layer_met2.png
Scale: 6 px per um.
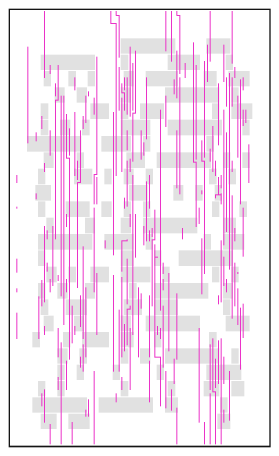
power_grid.png
Scale: 8 px per um. Pins as bars on the die edge. Tap cells in grey.
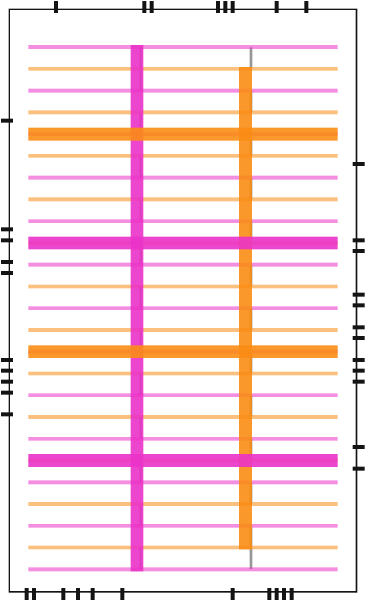
io_placement.png
Scale: 8 px per um. Pins as bars across the die edge, other pins in grey.
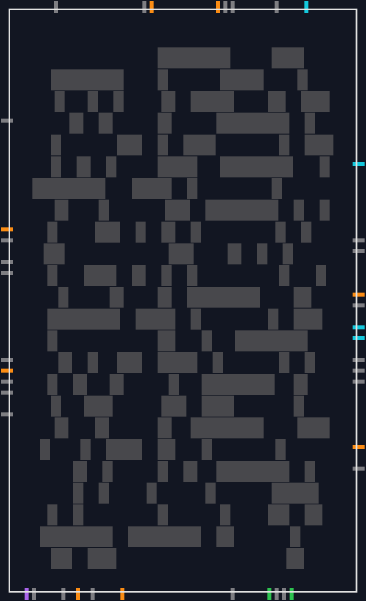
placement.png
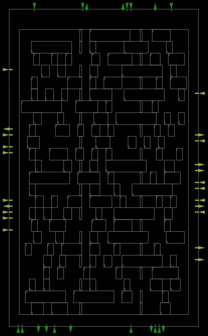
wires.png
Scale: 6 px per um. Two of the layers only.
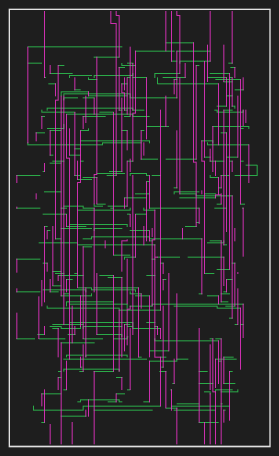
`src/rtl/pc_seq_pkg.sv`:
```
// pc_seq_pkg: shared definitions for the program-counter sequencer.
//   - seq_state_t : FSM encoding (IDLE=0, RUN=1, STEP=2, HALT=3)
//   - COND_*      : 4-bit jump condition codes
//   - FLAG_*      : bit positions of {Z,N,C,V} within the flag vector
//   - cond_taken  : combinational jump-condition evaluation on a flag vector
package pc_seq_pkg;

    typedef enum logic [1:0] {
        ST_IDLE = 2'd0,
        ST_RUN  = 2'd1,
        ST_STEP = 2'd2,
        ST_HALT = 2'd3
    } seq_state_t;

    localparam logic [3:0] COND_ALWAYS = 4'd0;
    localparam logic [3:0] COND_EQ     = 4'd1;
    localparam logic [3:0] COND_NE     = 4'd2;
    localparam logic [3:0] COND_GT     = 4'd3;
    localparam logic [3:0] COND_LT     = 4'd4;
    localparam logic [3:0] COND_GE     = 4'd5;
    localparam logic [3:0] COND_LE     = 4'd6;
    localparam logic [3:0] COND_CS     = 4'd7;
    localparam logic [3:0] COND_VS     = 4'd8;

    localparam int FLAG_Z = 3;
    localparam int FLAG_N = 2;
    localparam int FLAG_C = 1;
    localparam int FLAG_V = 0;

    // Codes 9..15 are reserved and never taken.
    function automatic logic cond_taken(input logic [3:0] cond, input logic [3:0] flg);
        logic z, n, c, v, res;
        z = flg[FLAG_Z];
        n = flg[FLAG_N];
        c = flg[FLAG_C];
        v = flg[FLAG_V];
        case (cond)
            COND_ALWAYS: res = 1'b1;
            COND_EQ:     res = z;
            COND_NE:     res = ~z;
            COND_GT:     res = ~z & ~n;
            COND_LT:     res = n;
            COND_GE:     res = ~n;
            COND_LE:     res = z | n;
            COND_CS:     res = c;
            COND_VS:     res = v;
            default:     res = 1'b0;
        endcase
        return res;
    endfunction

endpackage

```
`src/rtl/pc_sequencer_ret_stack.sv`:
```
// ret_stack: LIFO of return addresses for CALL/RET.
// Ports:
//   clk, rst_n  clock, asynchronous active-low reset (pointer only; storage is not reset)
//   i_push      write i_data on top (ignored when full)
//   i_pop       discard top entry (ignored when empty)
//   i_data      address to push
//   o_top       current top entry (undefined when empty)
//   o_full      DEPTH entries held
//   o_empty     no entries held
module ret_stack #(
    parameter int DEPTH = 4,
    parameter int WIDTH = 8
) (
    input  logic             clk,
    input  logic             rst_n,
    input  logic             i_push,
    input  logic             i_pop,
    input  logic [WIDTH-1:0] i_data,
    output logic [WIDTH-1:0] o_top,
    output logic             o_full,
    output logic             o_empty
);
    localparam int PTR_W = $clog2(DEPTH);

    // Count has one extra bit so that full and empty are distinguishable.
    logic [PTR_W:0]     r_cnt;
    logic [WIDTH-1:0]   r_mem [DEPTH];
    logic [PTR_W-1:0]   w_wr_idx;
    logic [PTR_W-1:0]   w_top_idx;

    assign w_wr_idx  = r_cnt[PTR_W-1:0];
    assign w_top_idx = w_wr_idx - PTR_W'(1);
    assign o_full    = (r_cnt == (PTR_W+1)'(DEPTH));
    assign o_empty   = (r_cnt == '0);
    assign o_top     = r_mem[w_top_idx];

    always_ff @(posedge clk or negedge rst_n) begin
        if (!rst_n) begin
            r_cnt <= '0;
        end else if (i_push && !o_full) begin
            r_cnt <= r_cnt + (PTR_W+1)'(1);
        end else if (i_pop && !o_empty) begin
            r_cnt <= r_cnt - (PTR_W+1)'(1);
        end
    end

    always_ff @(posedge clk) begin
        if (i_push && !o_full) begin
            r_mem[w_wr_idx] <= i_data;
        end
    end

endmodule

```
`src/rtl/pc_sequencer.sv`:
```
// pc_sequencer: program counter, flag register and run/halt sequencing of the 8-bit CPU.
// Optional feature macro: PC_SEQ_CALL_STACK_EN (return-address stack for CALL/RET).
//   Without it, is_call/is_ret are ignored and stack_err stays 0.
// Ports:
//   clk, rst_n            clock, asynchronous active-low reset
//   run                   level: execute continuously
//   step                  pulse: execute one instruction while paused
//   is_jump, jump_cond    jump decode and condition code (COND_*)
//   jump_target           absolute target for jumps and calls
//   is_call, is_ret       CALL / RET decode
//   halt_req              HALT decode
//   flags_write,alu_flags flag update strobe and ALU {Z,N,C,V}
//   pc                    current instruction address
//   exec_en               current instruction commits this cycle
//   flags                 registered {Z,N,C,V}
//   state                 FSM state
//   stack_err             sticky stack overflow/underflow
module pc_sequencer
    import pc_seq_pkg::*;
#(
    parameter int PC_WIDTH    = 8,
    parameter int STACK_DEPTH = 4
) (
    input  logic                clk,
    input  logic                rst_n,
    input  logic                run,
    input  logic                step,
    input  logic                is_jump,
    input  logic [3:0]          jump_cond,
    input  logic [PC_WIDTH-1:0] jump_target,
    input  logic                is_call,
    input  logic                is_ret,
    input  logic                halt_req,
    input  logic                flags_write,
    input  logic [3:0]          alu_flags,
    output logic [PC_WIDTH-1:0] pc,
    output logic                exec_en,
    output logic [3:0]          flags,
    output logic [1:0]          state,
    output logic                stack_err
);
    seq_state_t          r_state, w_state_next;
    logic [PC_WIDTH-1:0] r_pc, w_pc_next, w_pc_inc;
    logic [3:0]          r_flags;
    logic                r_stack_err;
    logic                w_exec;
    logic                w_jump_taken;
    logic                w_do_call, w_do_ret, w_stk_err;
    logic [PC_WIDTH-1:0] w_stk_top;

    // RUN only commits while run is still held; dropping run pauses before this instruction.
    assign w_exec       = ((r_state == ST_RUN) && run) || (r_state == ST_STEP);
    assign w_pc_inc     = r_pc + PC_WIDTH'(1);
    // Registered flags only: a flag write in this same cycle is not yet visible.
    assign w_jump_taken = is_jump && cond_taken(jump_cond, r_flags);

`ifdef PC_SEQ_CALL_STACK_EN
    logic w_stk_full, w_stk_empty, w_push, w_pop;

    // halt_req outranks RET, which outranks CALL.
    assign w_do_ret  = w_exec && !halt_req && is_ret;
    assign w_do_call = w_exec && !halt_req && !is_ret && is_call;
    assign w_push    = w_do_call && !w_stk_full;
    assign w_pop     = w_do_ret && !w_stk_empty;
    assign w_stk_err = (w_do_ret && w_stk_empty) || (w_do_call && w_stk_full);

    ret_stack #(
        .DEPTH (STACK_DEPTH),
        .WIDTH (PC_WIDTH)
    ) u_ret_stack (
        .clk     (clk),
        .rst_n   (rst_n),
        .i_push  (w_push),
        .i_pop   (w_pop),
        .i_data  (w_pc_inc),
        .o_top   (w_stk_top),
        .o_full  (w_stk_full),
        .o_empty (w_stk_empty)
    );
`else
    logic w_unused_ctrl;

    assign w_do_ret      = 1'b0;
    assign w_do_call     = 1'b0;
    assign w_stk_err     = 1'b0;
    assign w_stk_top     = '0;
    assign w_unused_ctrl = ^{is_call, is_ret, STACK_DEPTH[0]};
`endif

    always_comb begin
        w_pc_next = r_pc;
        if (w_exec && !halt_req) begin
            if (w_do_ret) begin
                w_pc_next = w_stk_err ? r_pc : w_stk_top;
            end else if (w_do_call) begin
                w_pc_next = w_stk_err ? r_pc : jump_target;
            end else if (w_jump_taken) begin
                w_pc_next = jump_target;
            end else begin
                w_pc_next = w_pc_inc;
            end
        end
    end

    always_comb begin
        w_state_next = r_state;
        case (r_state)
            ST_IDLE: begin
                if (run) begin
                    w_state_next = ST_RUN;
                end else if (step) begin
                    w_state_next = ST_STEP;
                end
            end
            ST_RUN: begin
                if (!run) begin
                    w_state_next = ST_IDLE;
                end else if (halt_req || w_stk_err) begin
                    w_state_next = ST_HALT;
                end
            end
            ST_STEP: begin
                if (halt_req || w_stk_err) begin
                    w_state_next = ST_HALT;
                end else begin
                    w_state_next = ST_IDLE;
                end
            end
            default: w_state_next = ST_HALT;
        endcase
    end

    always_ff @(posedge clk or negedge rst_n) begin
        if (!rst_n) begin
            r_state     <= ST_IDLE;
            r_pc        <= '0;
            r_flags     <= '0;
            r_stack_err <= 1'b0;
        end else begin
            r_state     <= w_state_next;
            r_pc        <= w_pc_next;
            r_stack_err <= r_stack_err || w_stk_err;
            if (w_exec && flags_write) begin
                r_flags <= alu_flags;
            end
        end
    end

    assign pc        = r_pc;
    assign exec_en   = w_exec;
    assign flags     = r_flags;
    assign state     = r_state;
    assign stack_err = r_stack_err;

endmodule

```
`config.mk`:
```
export PLATFORM = sky130hd
export DESIGN_NAME = pc_sequencer
export DESIGN_NICKNAME = d
export VERILOG_FILES = /design/src/rtl/pc_seq_pkg.sv /design/src/rtl/pc_sequencer_ret_stack.sv /design/src/rtl/pc_sequencer.sv
export SDC_FILE = /design/constraint.sdc
export NUM_CORES = 1
export LEC_CHECK = 0
export ABC_AREA = 1
export CELL_PAD_IN_SITES_DETAIL_PLACEMENT = 2
export CELL_PAD_IN_SITES_GLOBAL_PLACEMENT = 2
export CORE_ASPECT_RATIO = 1.75
export CORE_MARGIN = 2
export CORE_UTILIZATION = 35
export CTS_CLUSTER_SIZE = 8
export DETAILED_ROUTE_END_ITERATION = 10
export DONT_BUFFER_PORTS = 1
export GPL_TIMING_DRIVEN = 0
export PLACE_DENSITY_LB_ADDON = 0.1
export SETUP_SLACK_MARGIN = 0.2
export SLEW_MARGIN = 20
export SYNTH_ARGS = -nofsm -noshare
export SYNTH_HDL_FRONTEND = slang
export SYNTH_HIERARCHICAL = 1
export SYNTH_SLANG_ARGS = --single-unit
```
`constraint.sdc`:
```
create_clock -name clk -period 2.3 [get_ports clk]
set_input_delay 0.345 -clock clk [delete_from_list [all_inputs] [get_ports clk]]
set_output_delay 0.345 -clock clk [all_outputs]
set_load 0.005 [all_outputs]
```
==> flow_summary.toml <==
# flow metrics
[pwr]
clock_power_mw = 0.238
ir_drop_uv = 402
p_switching_mw = 0.536
leakagePower_nw = 0.568
power_density_nw_per_um2 = 1210
p_comb_mw = 0.482
p_int_mw = 0.722
seq_power_mw = 0.538
power_leader = "registers"
p_comb_share_pct = 38.3
clock_power_share_pct = 18.9
swShare_pct = 42.6
p_seq_share_pct = 42.7

[timing]
clock_skew_ps = 3.29
clock.fmax_mhz = 704
fin_setup_tns_ps = 0
rsz0062_at_grt = "false"
maxSlewViolCount = 0
min_period_ps = 1420
max_slew.worst_pin.slew_ps = 668
slew_headroom_pct = 55.3
finalHoldViolCount = 0
finalSetupViolCount = 0
min_period_over_period_pct = 61.7

[synth]
synth-async-reset-ratio_pct = 100
simple_gate_share_pct = 37.7
top_logic_kind = "simple AND/OR/NAND/NOR gates"
post_synth_xor_area_fraction_pct = 5.58
synth_flops = 14
avgSynthCellArea_um2 = 7.79
ys_cells = 121
syn_inst = 121
netlist-cell-type-count = 22
yosys.area_share.adder_pct = 1.33
ys_seq_share_pct = 37.2
ys_sh_mux_pct = 3.19
top_cells_by_area = "dfrtp_1 (37%), nand2_1 (13%), nand3_1 (9.6%)"
synth_warnings = 6
top_cells_by_count = "nand2_1 (33), inv_1 (19), nand3_1 (18)"
fp_nets = 147
yosysTopAreaCell = "dfrtp_1"
syn_area_um2 = 942
enable_flop_cells = 0
yosys.area.top_type_share_pct = 37.2
synthMostInstantiatedCell = "nand2_1"
ys_chip_area_um2 = 942
yosys_most_used_dff = "dfrtp_1"
post_synth_ao_oa_area_fraction_pct = 4.25

[drt]
post_drt_wl_per_cell_um = 16.3
drt_iter0_markers = 5
drt-met1-wl_um = 859
dr.pass1.iters = 2
top_layer_used = "met4"
final_antenna_net_count = 0
via_count = 811
met3_length_um = 119
drc_errors = 0
via_per_inst = 5.34
totalWireLength_mm = 2.47
met2_wirelength_mm = 1.45

[floorplanning]
fp_util_pct = 37.4
die_h_um = 72.6
core-area_um2 = 2520
dieArea_um2 = 3140
ios = 41
die_x_um = 43.2

[setup_path]
reg2regPathDepth = 7
cp.buffers_inverters = 0
start_kind = "flip-flop"
cp_max_fo = 5
required_ps = 2430
path_depth = 7
crit_chain = "ha_1 -> and3_1 -> nand3_1 -> xor2_1 -> nand2_1 -> nand3_1 -> nand2_1"
critPathCaptureType = "flip-flop"
cpMaxStageDelayCell = "dfrtp_1"
crit_family = "simple AND/OR/NAND/NOR gates"
worstSetupStartpoint = "pc[0]"
critPathKind = "flip-flop to flip-flop"
arrival_ps = 1550
cpPeakStageDelay_ps = 450
rrSetupSlack_ps = 880
worstSetupEndpoint = "pc[6]"
rr_startpoint = "pc[0]"
r2r_end = "pc[6]"

[worst_hold_path]
holdPathEnd = "state[0]"
hold_start = "run"
hp-class = "primary input to flip-flop"
hold_depth = 2

[clock_tree]
cts_buffer_depth = 2
cts-root-buf = "clkbuf_8"
cts.sinks = 14
cts-buffers-inserted = 3
post-cts-setup-buffers = 0
cts_hold_buf = 1
cts_tree = "built"
cts-resized-gates = 0
clkLatencyLatePin_ps = 240
cts.reportedPaths.clkPinSlew_ps = 60
h-tree-depth = 1

[global_routing]
antenna_found_initial = 0
grt_busiest_layer = "met2"
grt-ovfl-total = 0
grt.total_usage_pct = 18.0
grt_max_degree = 15
grt_pass1_vias = 937
met3_usage_pct = 2.72
grt_pass1_wl_mm = 4.25
grt_use_met2_pct = 35.2
use_met1_pct = 18.2

[job]
drv_cap = 0
tool_warnings = 28

[status]
status = "finished, final reports clean"

[final_layout]
lay_top_count = "nand2_1"
layout.nets = 153
lay_top_cells = "nand2_1 (33), inv_1 (19), nand3_1 (18)"
drive_gt1_share_pct = 17.5
diodes = 0
area_delta_synth_final_pct = 10.4

[placed_design]
dp_hpwl_mm = 2.04
place.gp.congestion = 0.742
portBuffers = 0
Notes on layer_met2.png above:
main direction	vertical
longest straight run	38.1 um
wire length on this layer	1450 um

Notes on power_grid.png above:
net	colour
VSS	magenta
VDD	orange
rows	24
met1 rails	25

Notes on io_placement.png above:
port	colour	pins	direction	edge
jump_cond	cyan	4	input	3 right, 1 top
pc	orange	8	output	2 left, 2 bottom, 2 right, 2 top
state	green	2	output	bottom
is_call	purple	1	input	bottom

Notes on placement.png above:
final std cells w/o fill: 152
# Taps: 26
number of fill cells: 320
fin util: 41.2%
Rows: 24

Notes on wires.png above:
layer	colour	wire length
metal 1	green	859 um
metal 2	magenta	1450 um

==> area by class of cell <==
cell class	count	area [um^2]	area share, %
timing repair buffer	1	10.0	0.963
inverter	20	82.6	7.94
tap	26	32.5	3.13
sequential	14	350	33.7
buffer	2	15.0	1.44
clock buffer	4	55.1	5.29
multi-input combinational	85	494	47.5
==> per-stage QoR <==
step | worst slack, ps | power (mW) | std cells | instance area (um^2) | hold WS, ps
after CTS | 846 | 1.29 | 152 | 1040 | 226
after detailed placement | 862 | 1.03 | 147 | 975 | 49.7
after global routing | 722 | 1.38 | 152 | 1040 | 247
after floorplan | 1010 | 0.898 | 121 | 942 | 49.4
final | 880 | 1.26 | 152 | 1040 | 228
after global placement | 909 | 0.993 | 147 | 975 | 49.8
==> sequential cells by signal, summed over array words and instances (netlist names) <==
register	flops
state	2
pc	8
flags	4
No activity file was given, so power comes from the tool's default toggle rates.
